**src/rtl/tick_scheduler.sv**
```systemverilog
// rtl/tick_scheduler.sv - base tick divider with four periodic channels and a round-robin event offer port
module tick_scheduler #(
   parameter int unsigned TICK_DIV = 1_000_000
) (
   input  logic       clk,
   input  logic       rst_n,
   input  logic       run,
   input  logic       cfg_we,
   input  logic [1:0] cfg_ch,
   input  logic [7:0] cfg_period,
   output logic       tick,
   output logic       ev_valid,
   output logic [1:0] ev_ch,
   input  logic       ev_ready,
   output logic [3:0] overrun
);

   localparam logic [31:0] LP_LAST = 32'(TICK_DIV - 1);

   typedef enum logic {S_IDLE, S_OFFER} state_t;

   logic [31:0] r_base_cnt;
   logic        r_tick;
   logic [7:0]  r_period [4];
   logic [7:0]  r_cd     [4];
   logic [3:0]  r_pending;
   logic [3:0]  r_overrun;
   state_t      r_state;
   logic [1:0]  r_ev_ch;
   logic [1:0]  r_last_grant;

   logic [3:0]  w_accept;
   logic [3:0]  w_expire;
   state_t      w_state_nx;
   logic [1:0]  w_ch_nx;
   logic [1:0]  w_lg_nx;
   logic        w_found;
   logic [1:0]  w_idx;

   assign tick     = r_tick;
   assign ev_valid = (r_state == S_OFFER);
   assign ev_ch    = r_ev_ch;
   assign overrun  = r_overrun;

   // Base divider: wraps at TICK_DIV-1 and emits a one-cycle tick; frozen while run is low.
   always_ff @(posedge clk or negedge rst_n) begin
      if (!rst_n) begin
         r_base_cnt <= '0;
         r_tick     <= 1'b0;
      end else if (run) begin
         if (r_base_cnt == LP_LAST) begin
            r_base_cnt <= '0;
            r_tick     <= 1'b1;
         end else begin
            r_base_cnt <= r_base_cnt + 32'd1;
            r_tick     <= 1'b0;
         end
      end else begin
         r_tick <= 1'b0;
      end
   end

   // Per-channel acceptance and expiry; a cfg write to a channel suppresses its expiry that cycle.
   always_comb begin
      w_accept = '0;
      w_expire = '0;
      for (int c = 0; c < 4; c++) begin
         if ((r_state == S_OFFER) && ev_ready && (r_ev_ch == 2'(c)))
            w_accept[c] = 1'b1;
         if (r_tick && (r_period[c] != 8'd0) && !(cfg_we && (cfg_ch == 2'(c))) && (r_cd[c] <= 8'd1))
            w_expire[c] = 1'b1;
      end
   end

   // Channel state: period/countdown reload, pending set-over-clear, sticky overrun.
   always_ff @(posedge clk or negedge rst_n) begin
      if (!rst_n) begin
         for (int c = 0; c < 4; c++) begin
            r_period[c] <= '0;
            r_cd[c]     <= '0;
         end
         r_pending <= '0;
         r_overrun <= '0;
      end else begin
         for (int c = 0; c < 4; c++) begin
            if (cfg_we && (cfg_ch == 2'(c))) begin
               r_period[c]  <= cfg_period;
               r_cd[c]      <= cfg_period;
               r_overrun[c] <= 1'b0;
            end else begin
               if (r_tick && (r_period[c] != 8'd0)) begin
                  if (r_cd[c] <= 8'd1)
                     r_cd[c] <= r_period[c];
                  else
                     r_cd[c] <= r_cd[c] - 8'd1;
               end
               if (w_expire[c] && r_pending[c] && !w_accept[c])
                  r_overrun[c] <= 1'b1;
            end
         end
         r_pending <= w_expire | (r_pending & ~w_accept);
      end
   end

   // Output FSM next state: round-robin pick from last_grant+1 in IDLE, hold offer until accepted.
   always_comb begin
      w_state_nx = r_state;
      w_ch_nx    = r_ev_ch;
      w_lg_nx    = r_last_grant;
      w_found    = 1'b0;
      w_idx      = '0;
      case (r_state)
         S_IDLE: begin
            for (int k = 1; k <= 4; k++) begin
               w_idx = r_last_grant + 2'(k);
               if (!w_found && r_pending[w_idx]) begin
                  w_found = 1'b1;
                  w_ch_nx = w_idx;
               end
            end
            if (w_found)
               w_state_nx = S_OFFER;
         end
         S_OFFER: begin
            if (ev_ready) begin
               w_state_nx = S_IDLE;
               w_lg_nx    = r_ev_ch;
            end
         end
         default: w_state_nx = S_IDLE;
      endcase
   end

   // Output FSM registers; reset abandons any offer in flight.
   always_ff @(posedge clk or negedge rst_n) begin
      if (!rst_n) begin
         r_state      <= S_IDLE;
         r_ev_ch      <= '0;
         r_last_grant <= 2'd3;
      end else begin
         r_state      <= w_state_nx;
         r_ev_ch      <= w_ch_nx;
         r_last_grant <= w_lg_nx;
      end
   end

endmodule

```
**config.mk**
```make
export PLATFORM = sky130hd
export DESIGN_NAME = tick_scheduler
export DESIGN_NICKNAME = d
export VERILOG_FILES = /design/src/rtl/tick_scheduler.sv
export SDC_FILE = /design/constraint.sdc
export NUM_CORES = 1
export LEC_CHECK = 0
export CAP_MARGIN = 20
export CORE_MARGIN = 2
export CORE_UTILIZATION = 60
export CTS_CLUSTER_DIAMETER = 150
export DETAILED_ROUTE_END_ITERATION = 8
export GPL_TIMING_DRIVEN = 0
export PLACE_DENSITY = 0.79
export REMOVE_ABC_BUFFERS = 1
export SYNTH_ARGS = -nofsm -noshare
export SYNTH_HDL_FRONTEND = slang
export SYNTH_SLANG_ARGS = --single-unit
```
**constraint.sdc**
```tcl
create_clock -name clk -period 6.6 [get_ports clk]
set_clock_uncertainty 0.15 [all_clocks]
set_input_delay 0.66 -clock clk [delete_from_list [all_inputs] [get_ports clk]]
set_output_delay 0.66 -clock clk [all_outputs]
set_load 0.005 [all_outputs]
```
Met4 routing:
(4 px per um)
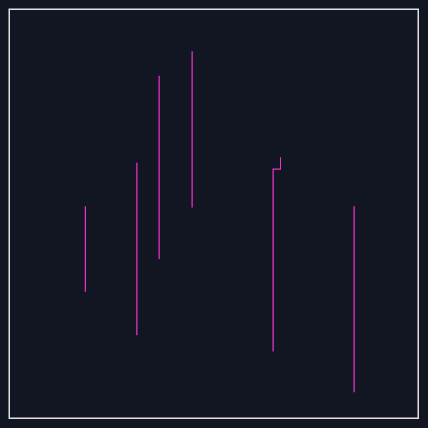
share of all routed wire: 2.0%
nets with wire on the layer: 5
wire length on this layer: 245 um
drt total wl: 12430 um
vias after detailed routing: 4786

==> flow_summary.yaml <==
# implementation run metrics
status:
  status: "finished, final reports clean"
detailed_routing:
  wl_met2_um: 5680
  wl_met3_um: 626
  firstDrtPassIters: 5
  dr.max_layer_used: "met4"
  dr.first_iter.drc_count: 385
yosys:
  netlist_instances: 650
  netlist_area_um2: 5751
  yosys-stat-area_um2: 5751
  synth_cell_types: 65
  ys.flops: 110
  top_cells_by_area: "dfrtp_1 (47%), nand2_1 (8.7%), nor2_1 (3.8%), xnor2_1 (3.5%), a21oi_1 (3.2%)"
  fa_ha_area_share_pct: 1.958
  yosysCellCount: 650
  mux_share_pct: 2.089
  ys_top_logic_family: "simple AND/OR/NAND/NOR gates"
  most_common_cell: "nand2_1"
  ys_async_sr_fraction_pct: 100.0
  yosys_most_used_dff: "dfrtp_1"
  synth-simple-area-share_pct: 24.61
  edf_count: 0
  synth_top_area_share_pct: 47.00
  yosysSeqAreaShare_pct: 47.91
clocking:
  cts_buffer_depth: 2
  postCtsSetupBuffers: 0
  cts_buffers: 9
  clk_pin_slew_ns: 0.11
  postCtsHoldBufs: 0
worst_setup_path:
  crit_family: "simple AND/OR/NAND/NOR gates"
  r2r-end: "r_cd[12]"
  critPathMaxStageDelay_ns: 0.74
  worstSetupStartpoint: "cfg_ch[1]"
  worst-path-max-fanout: 15
  crit_arrival_ns: 2.76
  critPathKind: "input port to register"
  slowest_stage: "nor2_1"
  critPathCapture: "r_cd[9]"
  crit_path_start_kind: "input port"
  r2r-start: "r_cd[10]"
  worst_r2r_path_depth: 6
  crit_path_frequent_cell: "nor2_1"
  end_kind: "register"
  ff2ff_setup_slack_ns: 4.09
timing:
  worst_pin_slew_ns: 1.042
  hold_viol: 0
  period_used_pct: 40.07
  setup_tns_ns: 0
  period_minus_slack_ns: 2.645
  max_freq_mhz: 378.1
  setup_viol: 0
  slew_headroom_pct: 30.10
run:
  warnings: 29
  max_cap_viol_count: 0
cells_and_area:
  seq_area_share_pct: 44.15
  clock_cell_area_share_pct: 2.646
  nFlopsAndLatches: 110
  inv_count: 19
  mostFrequentLayoutCells: "nand2_1 (133), dfrtp_1 (108), nor2_1 (58), a21oi_1 (37), o21ai_1 (32)"
  num_antenna_cells: 0
  clkbuf_count: 12
  buf_share_pct: 4.230
  drive_gt1_share_pct: 4.348
  final-seq-area_um2: 2755
  comb_area_um2: 2824
  dominant_cells: "logic gates"
floorplan:
  die_area_um2: 10380
  fp.dieW_um: 101.9
  io_pins: 23
  nWellTaps: 129
pwr:
  power.density_nw_per_um2: 255.6
  clkPwrFrac_pct: 22.8
hold_path:
  hold_path_class: "input port to async pin"
global_route:
  grt_pass1_vias: 4476
  grt_max_degree: 74
  grt_pass1_wl_um: 21610
  grt_use_met1_pct: 38.08
place:
  dp_hpwl_um: 8583
  port_buffers: 22
Congestion heat map:
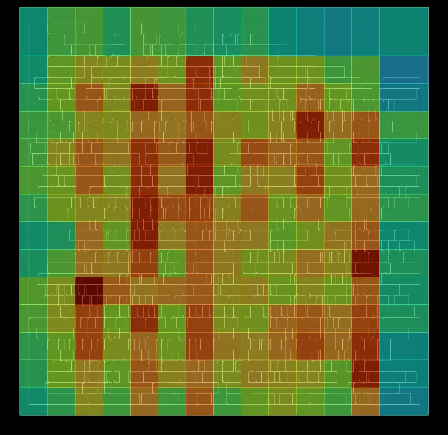
M3 GR Usage: 5.267%
met2 Usage GRT: 40.23%
GRT Max-Usage Layer: met2
Total GRT Usage: 26.43%

[per-stage QoR]
stage	setup WS [ns]	hold slack [ns]	instance area (um2)	instances	total power, uW
2_1_floorplan	4.174	0.2144	5645	626	1118
3_3_place_gp	0.5904	0.3165	6027	777	1218
3_5_place_dp	3.570	0.3161	6076	780	1239
4_1_cts	4.009	0.09093	6241	796	1605
5_1_grt	3.849	0.1095	6241	796	1706
6_report	3.955	0.08570	6241	796	1595
[sequential cells by signal, summed over array words and instances (netlist names)]
signal / cells
ev_ch: 2
ev_valid: 1
overrun: 4
r_base_cnt: 32
r_cd: 32
r_last_grant: 2
r_pending: 4
r_period: 32
tick: 1
Power and IR drop assume default switching activity.
